Figure 1. Cell classes on the final placement (run 1).
Fill, decap, tap and diode cells in grey.
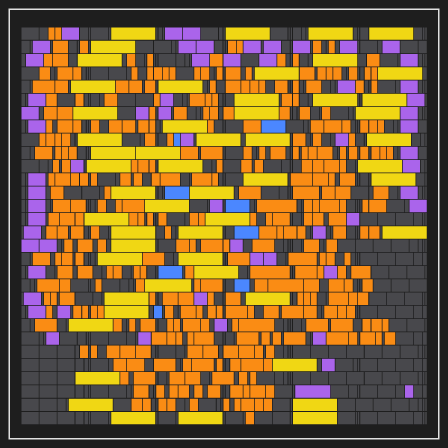
Figure 2. Register map, names as in the netlist (run 1).
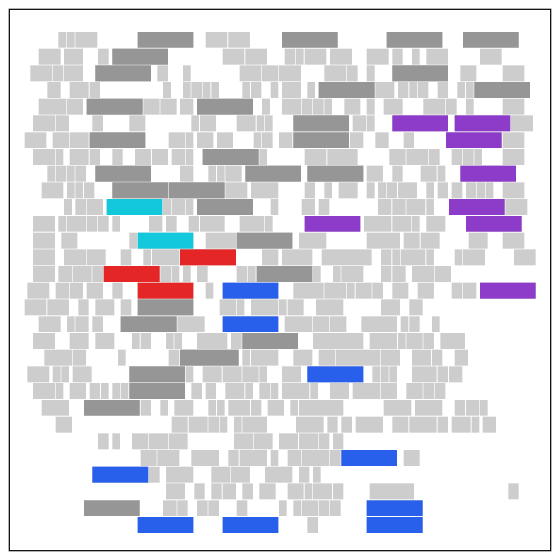
Figure 3. Close-up of the layout (run 1).
Bar = 20 microns. Window x 0 to 50, y 0 to 50 microns. Cells in grey, sequential cells in the stronger grey; small squares are vias.
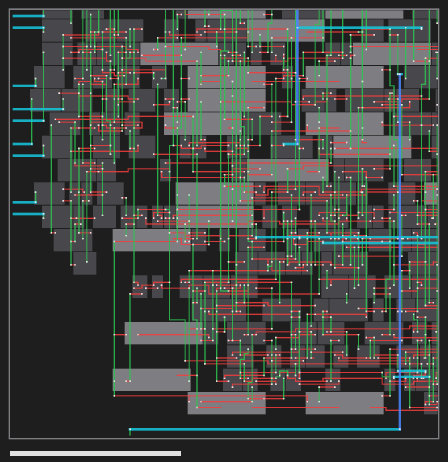
$ cat src/rtl/nr_divider_param.sv
// Iterative non-restoring integer divider with run-time signed/unsigned mode.
// Start/Busy/Done handshake; divide-by-zero and signed-overflow flags per result.
module nr_divider_param #(
  parameter int WIDTH     = 8,
  parameter bit SIGNED_EN = 1'b1
) (
  input  logic             clk,
  input  logic             rst,
  input  logic             Start,
  input  logic             Signed_Mode,
  input  logic [WIDTH-1:0] InA,
  input  logic [WIDTH-1:0] InB,
  output logic [WIDTH-1:0] Out_Q,
  output logic [WIDTH-1:0] Out_R,
  output logic             Busy,
  output logic             Done,
  output logic             Div_By_Zero,
  output logic             Overflow
);

  localparam int CW = (WIDTH > 1) ? $clog2(WIDTH) : 1;

  typedef enum logic [1:0] {IDLE, ITER, CORR} state_t;

  state_t           state_q, state_d;
  logic [WIDTH:0]   p_q, p_d;
  logic [WIDTH-1:0] a_q, a_d;
  logic [WIDTH-1:0] b_q, b_d;
  logic [CW-1:0]    cnt_q, cnt_d;
  logic             qneg_q, qneg_d;
  logic             rneg_q, rneg_d;
  logic             dbz_pend_q, dbz_pend_d;
  logic             ovf_pend_q, ovf_pend_d;
  logic [WIDTH-1:0] out_q_q, out_q_d;
  logic [WIDTH-1:0] out_r_q, out_r_d;
  logic             done_q, done_d;
  logic             dbz_q, dbz_d;
  logic             ovf_q, ovf_d;

  logic             mode;
  logic             sign_a, sign_b;
  logic [WIDTH-1:0] mag_a, mag_b;
  logic [WIDTH:0]   b_ext;
  logic [2*WIDTH:0] pa_sh;
  logic [WIDTH:0]   p_iter;
  logic [WIDTH:0]   p_fix;
  logic [WIDTH-1:0] r_mag;

  always_comb begin
    mode   = Signed_Mode & SIGNED_EN;
    sign_a = mode & InA[WIDTH-1];
    sign_b = mode & InB[WIDTH-1];
    mag_a  = sign_a ? -InA : InA;
    mag_b  = sign_b ? -InB : InB;

    // {P,A} shifted together; P is allowed to wrap, the +/-B step brings it back in range
    b_ext  = {1'b0, b_q};
    pa_sh  = {p_q, a_q} << 1;
    p_iter = p_q[WIDTH] ? (pa_sh[2*WIDTH:WIDTH] + b_ext) : (pa_sh[2*WIDTH:WIDTH] - b_ext);
    p_fix  = p_q[WIDTH] ? (p_q + b_ext) : p_q;
    r_mag  = p_fix[WIDTH-1:0];

    state_d    = state_q;
    p_d        = p_q;
    a_d        = a_q;
    b_d        = b_q;
    cnt_d      = cnt_q;
    qneg_d     = qneg_q;
    rneg_d     = rneg_q;
    dbz_pend_d = dbz_pend_q;
    ovf_pend_d = ovf_pend_q;
    out_q_d    = out_q_q;
    out_r_d    = out_r_q;
    done_d     = 1'b0;
    dbz_d      = dbz_q;
    ovf_d      = ovf_q;

    case (state_q)
      IDLE: begin
        if (Start) begin
          dbz_d      = 1'b0;
          ovf_d      = 1'b0;
          p_d        = '0;
          b_d        = mag_b;
          cnt_d      = '0;
          qneg_d     = sign_a ^ sign_b;
          rneg_d     = sign_a;
          dbz_pend_d = (InB == '0);
          ovf_pend_d = mode && (InA == {1'b1, {(WIDTH-1){1'b0}}}) && (InB == '1);
          if (InB == '0) begin
            // raw dividend kept so the remainder can be returned unmodified
            a_d     = InA;
            state_d = CORR;
          end else begin
            a_d     = mag_a;
            state_d = ITER;
          end
        end
      end
      ITER: begin
        p_d   = p_iter;
        a_d   = {pa_sh[WIDTH-1:1], ~p_iter[WIDTH]};
        cnt_d = cnt_q + CW'(1);
        if (cnt_q == CW'(WIDTH - 1)) begin
          state_d = CORR;
        end
      end
      CORR: begin
        if (dbz_pend_q) begin
          out_q_d = '1;
          out_r_d = a_q;
        end else begin
          out_q_d = qneg_q ? -a_q : a_q;
          out_r_d = rneg_q ? -r_mag : r_mag;
        end
        dbz_d   = dbz_pend_q;
        ovf_d   = ovf_pend_q;
        done_d  = 1'b1;
        state_d = IDLE;
      end
      default: state_d = IDLE;
    endcase
  end

  always_ff @(posedge clk or negedge rst) begin
    if (!rst) begin
      state_q    <= IDLE;
      p_q        <= '0;
      a_q        <= '0;
      b_q        <= '0;
      cnt_q      <= '0;
      qneg_q     <= 1'b0;
      rneg_q     <= 1'b0;
      dbz_pend_q <= 1'b0;
      ovf_pend_q <= 1'b0;
      out_q_q    <= '0;
      out_r_q    <= '0;
      done_q     <= 1'b0;
      dbz_q      <= 1'b0;
      ovf_q      <= 1'b0;
    end else begin
      state_q    <= state_d;
      p_q        <= p_d;
      a_q        <= a_d;
      b_q        <= b_d;
      cnt_q      <= cnt_d;
      qneg_q     <= qneg_d;
      rneg_q     <= rneg_d;
      dbz_pend_q <= dbz_pend_d;
      ovf_pend_q <= ovf_pend_d;
      out_q_q    <= out_q_d;
      out_r_q    <= out_r_d;
      done_q     <= done_d;
      dbz_q      <= dbz_d;
      ovf_q      <= ovf_d;
    end
  end

  assign Busy        = (state_q != IDLE);
  assign Done        = done_q;
  assign Out_Q       = out_q_q;
  assign Out_R       = out_r_q;
  assign Div_By_Zero = dbz_q;
  assign Overflow    = ovf_q;

endmodule

$ cat config.mk
export PLATFORM = sky130hd
export DESIGN_NAME = nr_divider_param
export DESIGN_NICKNAME = d
export VERILOG_FILES = /design/src/rtl/nr_divider_param.sv
export SDC_FILE = /design/constraint.sdc
export NUM_CORES = 1
export LEC_CHECK = 0
export CORE_MARGIN = 2
export CORE_UTILIZATION = 51
export CTS_CLUSTER_SIZE = 40
export DETAILED_ROUTE_END_ITERATION = 16
export PLACE_DENSITY = 0.73
export SYNTH_ARGS = -nofsm -noshare
export SYNTH_HDL_FRONTEND = slang
export SYNTH_SLANG_ARGS = --single-unit
$ cat constraint.sdc
create_clock -name clk -period 2.8 [get_ports clk]
set_input_delay 0.42 -clock clk [delete_from_list [all_inputs] [get_ports clk]]
set_output_delay 0.42 -clock clk [all_outputs]
set_load 0.01 [all_outputs]
==> CHANGELOG.md, run 1 <==
## Implementation

- Comb power frac: 65.7%
- Drt first-iter violations: around 150
- Clock buffer count: 6
- CP Capture Type: register
- FILL cells: 582
- Floorplan core density: between 50 and 60%
- Net switching power: 2580 uW
- Combinational cell power: ~3700 uW
- CP max-delay cell: or4b_2
- IO Port Bufs: 39
- IO Count: 40
- Final setup viols: 0
- Seq Cell Count: 53
- Largest net degree at the start of global routing: 32
- Fin crit share: a little over nine tenths
- Synthesized area per cell: 8.72 sq um
- Final net count: about 510
- Final cell count without fillers: between 500 and 600
- Non-clock buffers: roughly 60
- Synthesized area: roughly 3600 sq um
- Post-synth top area cell: dfrtp_1
- R2R cell count: 11
- Area leader share: 37.0%
- Main area contributors: dfrtp_1, ha_1, xor2_1, o21ai_0, nand2_1
- Status: finished, final reports clean
- FF-to-FF End: p_q[7]$_DFFE_PN0P_
Notes on Figure 1 above:
legend:
  remaining logic cells:
    colour: orange
    cells: 340
    share_of_their_area: 53%
  sequential cells:
    colour: yellow
    cells: 53
    share_of_their_area: 32%
  clock drivers and dummy loads:
    colour: blue
    cells: 8
    share_of_their_area: 2.1%
  remaining buffers and delay cells:
    colour: purple
    cells: 60
    share_of_their_area: 13%
fin util: 63.4%
num rows: 30
core area: 6790 sq um
fin area: 4310 sq um
Seq area share: 30.8%

Notes on Figure 2 above:
legend:
  `state_q`:
    colour: cyan
    sequential_cells: 2
  `Out_R`:
    colour: purple
    sequential_cells: 8
  `cnt_q`:
    colour: red
    sequential_cells: 3
  `p_q`:
    colour: blue
    sequential_cells: 9
Seq power: 1510 uW
flip-flop and latch area: 1330 sq um

Notes on Figure 3 above:
legend:
  M4:
    colour: blue
  M3:
    colour: cyan
  M2:
    colour: green
  M1:
    colour: red
cells with their middle in the window: 159
sequential cells in the window: 17
most frequent: nand2_1 (17), dfrtp_1 (16), o21ai_0 (15)
netlist names of flops here include: `b_q` (8), `p_q` (5), `cnt_q` (3)

[run 1: cells by family after synthesis]
logic type | after synthesis | synth area share [%]
AND/OR/NAND/NOR | 146 | 19.3
AND-OR/OR-AND | 102 | 17.6
flip-flops | 53 | 37.0
XOR/XNOR | 38 | 9.68
buffers and inverters | 35 | 3.70
adder cells (fa/ha/maj) | 25 | 9.15
multiplexers | 12 | 3.49
[run 1: state kept, by name, indices dropped and copies added (netlist names)]
signal       flops
Done             1
Overflow         1
dbz_pend_q       1
Div_By_Zero      1
Out_R            8
a_q              8
b_q              8
rneg_q           1
ovf_pend_q       1
state_q          2
cnt_q            3
Out_Q            8
p_q              9
qneg_q           1
[run 1: routing by layer]
layer,vias to the layer above,track usage [%]
met1,1507,32.2
met5,-,0
li1,1550,-
met3,6,3.20
met4,0,5.59
met2,65,41.3
Figure 4. Routed metal per tile (run 1).
Bar = 20 microns. 18 x 18 tiles, from black (low) to pale yellow (high), scaled to the fullest tile. Values are wire area over tile area, all layers added.
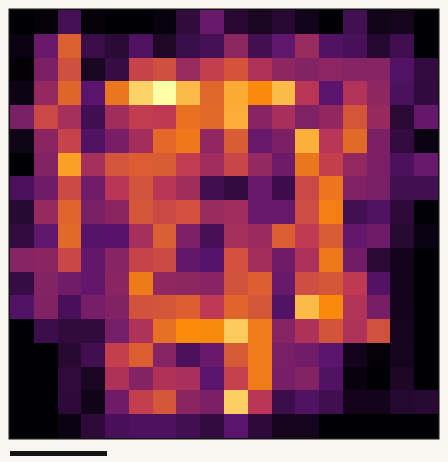

==> inputs of run 2 (changes only) <==
--- a/config.mk
+++ b/config.mk
@@ -9,7 +9,8 @@
 export CORE_UTILIZATION = 51
 export CTS_CLUSTER_SIZE = 40
 export DETAILED_ROUTE_END_ITERATION = 16
-export PLACE_DENSITY = 0.73
+export PLACE_DENSITY = 0.74
+export SKIP_LAST_GASP = 1
 export SYNTH_ARGS = -nofsm -noshare
 export SYNTH_HDL_FRONTEND = slang
 export SYNTH_SLANG_ARGS = --single-unit
Figure 5. Routed metal per tile (run 2).
Bar = 20 microns. 18 x 18 tiles, from black (low) to pale yellow (high), scaled to the fullest tile. Values are wire area over tile area, all layers added.
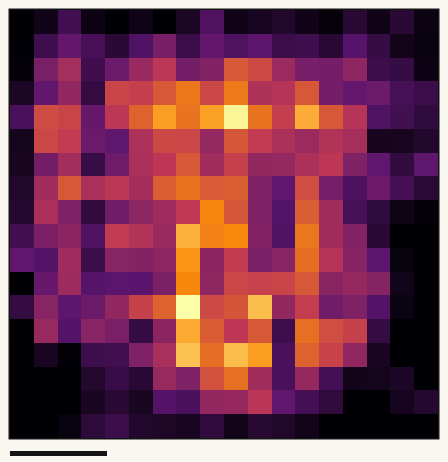
tiles over half the peak: 22%
fullest tile: 0.58
mean over tiles: 0.18
emptiest ninth of the die: south-west
nearly empty tiles: 11%
densest ninth of the die: centre
GRT Util Overall: 23.9%
final wirelength: 8730 microns

Figure 6. Close-up of the layout (run 2).
Bar = 20 microns. Window x 0 to 50, y 0 to 50 microns. Cells in grey, sequential cells in the stronger grey; small squares are vias.
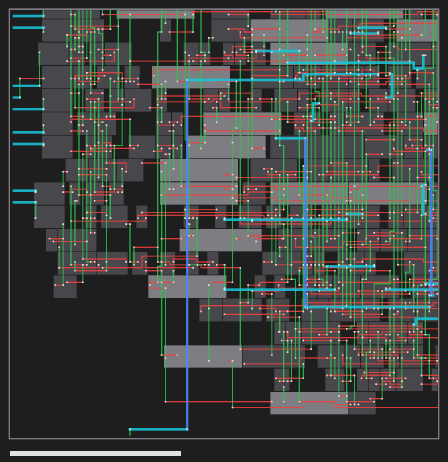
legend:
  M3:
    colour: cyan
  M2:
    colour: green
  M4:
    colour: blue
  M1:
    colour: red
sequential cells in the window: 14
most frequent: nand2_1 (17), o21ai_0 (14), ha_1 (14)
netlist names of flops here include: `b_q` (8), `p_q` (4), `cnt_q` (2)
cells with their middle in the window: 161

==> run 2 against run 1 <==
Effect of this change:
- non-clock buffer count down 2
- utilization up 0.15 points
- via count up 2.3%
==> CHANGELOG.md, run 2 <==
## Implementation

- Largest Register: p_q
- Drt first-iter violations: 211 (+37%)
- Fin crit share: 95.5% (-0.42 points)
- CP Capture Type: register
- Combinational cell power: 3800 uW (+2%)
- Most used routing layer: met2
- Largest net degree at the start of global routing: 33 (+3.1%)
- Synthesized area per cell: 8.72 sq um (unchanged)
- Final setup viols: 0 (unchanged)
- Flip-flop and latch area: 1330 sq um (unchanged)
- Post-synth top area cell: dfrtp_1
- Core area: 6790 sq um (unchanged)
- M1 GR Usage: 31.3% (-0.88 points)
- Mux share: 3.49% (unchanged)
- Simple share: 19.3% (unchanged)
- Met2 Use GR: 41.5% (+0.21 points)
- Main area contributors: dfrtp_1, ha_1, xor2_1, o21ai_0, nand2_1
- Net switching power: 2660 uW (+2.9%)
- IO Port Bufs: 39 (unchanged)
- Status: finished, final reports clean
- Global Route met3 Usage: 3.58% (+0.38 points)
- R2R cell count: 9 (-2)
- Synth Area in XOR/XNOR: 9.68% (unchanged)
- Top logic family: simple AND/OR/NAND/NOR gates
- Area leader share: 37.0% (unchanged)
[run 2: cell counts after synthesis]
Identical to the previous run, type by type.
[run 2: cell type report]
cell class	count	area share, %
Timing Repair Buffer	58	12.2
Inverter	17	1.48
Clock buffer	5	1.59
Multi-Input combinational cell	323	50.2
Sequential cell	53	30.7
Tap cell	96	2.78
Clock inverter	3	1.01
[run 2: metrics by stage]
step	cells	hold WS, ns	utilization [%]	cell area, sq um
6_report	555	0.0876	63.6	4320
2_1_floorplan	411	0.124	-	3580
5_1_grt	555	0.126	63.6	4320
3_3_place_gp	544	0.432	60.9	4140
4_1_cts	553	0.101	62.7	4260
3_5_place_dp	544	0.442	60.9	4140
==> inputs of run 3 (changes only) <==
--- a/config.mk
+++ b/config.mk
@@ -7,6 +7,7 @@
 export LEC_CHECK = 0
 export CORE_MARGIN = 2
 export CORE_UTILIZATION = 51
+export CTS_CLUSTER_DIAMETER = 100
 export CTS_CLUSTER_SIZE = 40
 export DETAILED_ROUTE_END_ITERATION = 16
 export PLACE_DENSITY = 0.74
Figure 7. Close-up of the layout (run 3).
Bar = 20 microns. Window x 0 to 50, y 0 to 50 microns. Cells in grey, sequential cells in the stronger grey; small squares are vias.
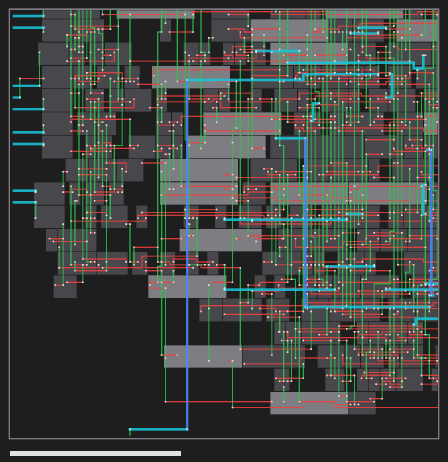
legend:
  M1:
    colour: red
  M3:
    colour: cyan
  M4:
    colour: blue
  M2:
    colour: green
most frequent: nand2_1 (17), o21ai_0 (14), ha_1 (14)
sequential cells in the window: 14
netlist names of flops here include: `b_q` (8), `p_q` (4), `cnt_q` (2)
cells with their middle in the window: 161

Figure 8. Routed metal per tile (run 3).
Bar = 20 microns. 18 x 18 tiles, from black (low) to pale yellow (high), scaled to the fullest tile. Values are wire area over tile area, all layers added.
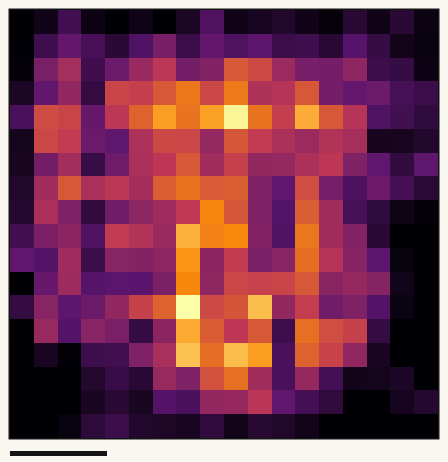
tiles over half the peak: 22%
densest ninth of the die: centre
mean over tiles: 0.18
via count: 3201
routed len/inst: 15.7 microns

==> run 3 against run 2 <==
Effect of this change:
- total power is the same
- largest cell class unchanged
- first-iteration DRC count is the same
- combinational power is essentially flat
- global-route usage is the same
- clock-buffer cell count is the same
- via count is the same
- sequential share of layout area is the same
==> CHANGELOG.md, run 3 <==
## Implementation

- Inverters: 17 (unchanged)
- Synthesized area per cell: 8.72 sq um (unchanged)
- Post-synth top area cell: dfrtp_1
- Status: finished, final reports clean
- CP Capture Type: register
- FF-to-FF End: Out_R[7]$_DFFE_PN0P_
- Switch share: roughly 45%
- Hold_ws: 0.0876 ns (unchanged)
- Logic share of the area: 50.2% (unchanged)
- Reg2reg setup slack: between 0.1 and 0.15 ns
- Fin crit share: 95.5% (unchanged)
- R2R cell count: 9 (unchanged)
- Tap cells: 96 (unchanged)
- Final cell count without fillers: 555 (unchanged)
- Multi-input gates: 323 (unchanged)
- Non-clock buffers: 58 (unchanged)
- Top cell category: logic gates
- GRT Util Overall: 23.9% (unchanged)
- Final setup viols: 0 (unchanged)
- Largest net degree at the start of global routing: 33 (unchanged)
- Area leader share: 37.0% (unchanged)
- CTS tree: done
- Main area contributors: dfrtp_1, ha_1, xor2_1, o21ai_0, nand2_1
- Seq Cell Count: 53 (unchanged)
- Dpl cell area: 4140 sq um (unchanged)
- Final wirelength: 8730 microns (unchanged)
- Core area: 6790 sq um (unchanged)
- Buffering overhead: 12.2% (unchanged)
- Final net count: between 500 and 600
- Layout clock area frac: 2.61% (unchanged)
- Seq area share: 30.7% (unchanged)
- Fin area: 4320 sq um (unchanged)
- Placed Cells: 544 (unchanged)
- DP HPWL: 6570 microns
- Initial antenna violation count: 0
- Flip-flop and latch area: 1330 sq um (unchanged)
- Fin util: 63.6% (unchanged)
- IO Port Bufs: 39 (unchanged)
- Net switching power: 2660 uW (unchanged)
- Yosys warns: 0
- Combinational cell power: 3800 uW (about the same)
- Largest Register: p_q
run 3: cell counts after synthesis:
No cell type changed its count.
run 3: logic make-up (layout without fill, tap and decap cells):
logic type | count (synthesis) | count (layout) | synth area share (%)
buffers and inverters | 35 | 83 | 3.70
AND/OR/NAND/NOR | 146 | 146 | 19.3
adder cells (fa/ha/maj) | 25 | 25 | 9.15
flip-flops | 53 | 53 | 37.0
XOR/XNOR | 38 | 38 | 9.68
AND-OR/OR-AND | 102 | 102 | 17.6
multiplexers | 12 | 12 | 3.49
run 3: per-layer routing:
layer | GRT usage (%) | vias to the layer above
met5 | 0 | -
met2 | 41.5 | 96
met1 | 31.3 | 1539
met3 | 3.58 | 14
met4 | 6.15 | 0
li1 | - | 1552
Power is estimated from default activity; no workload was simulated.
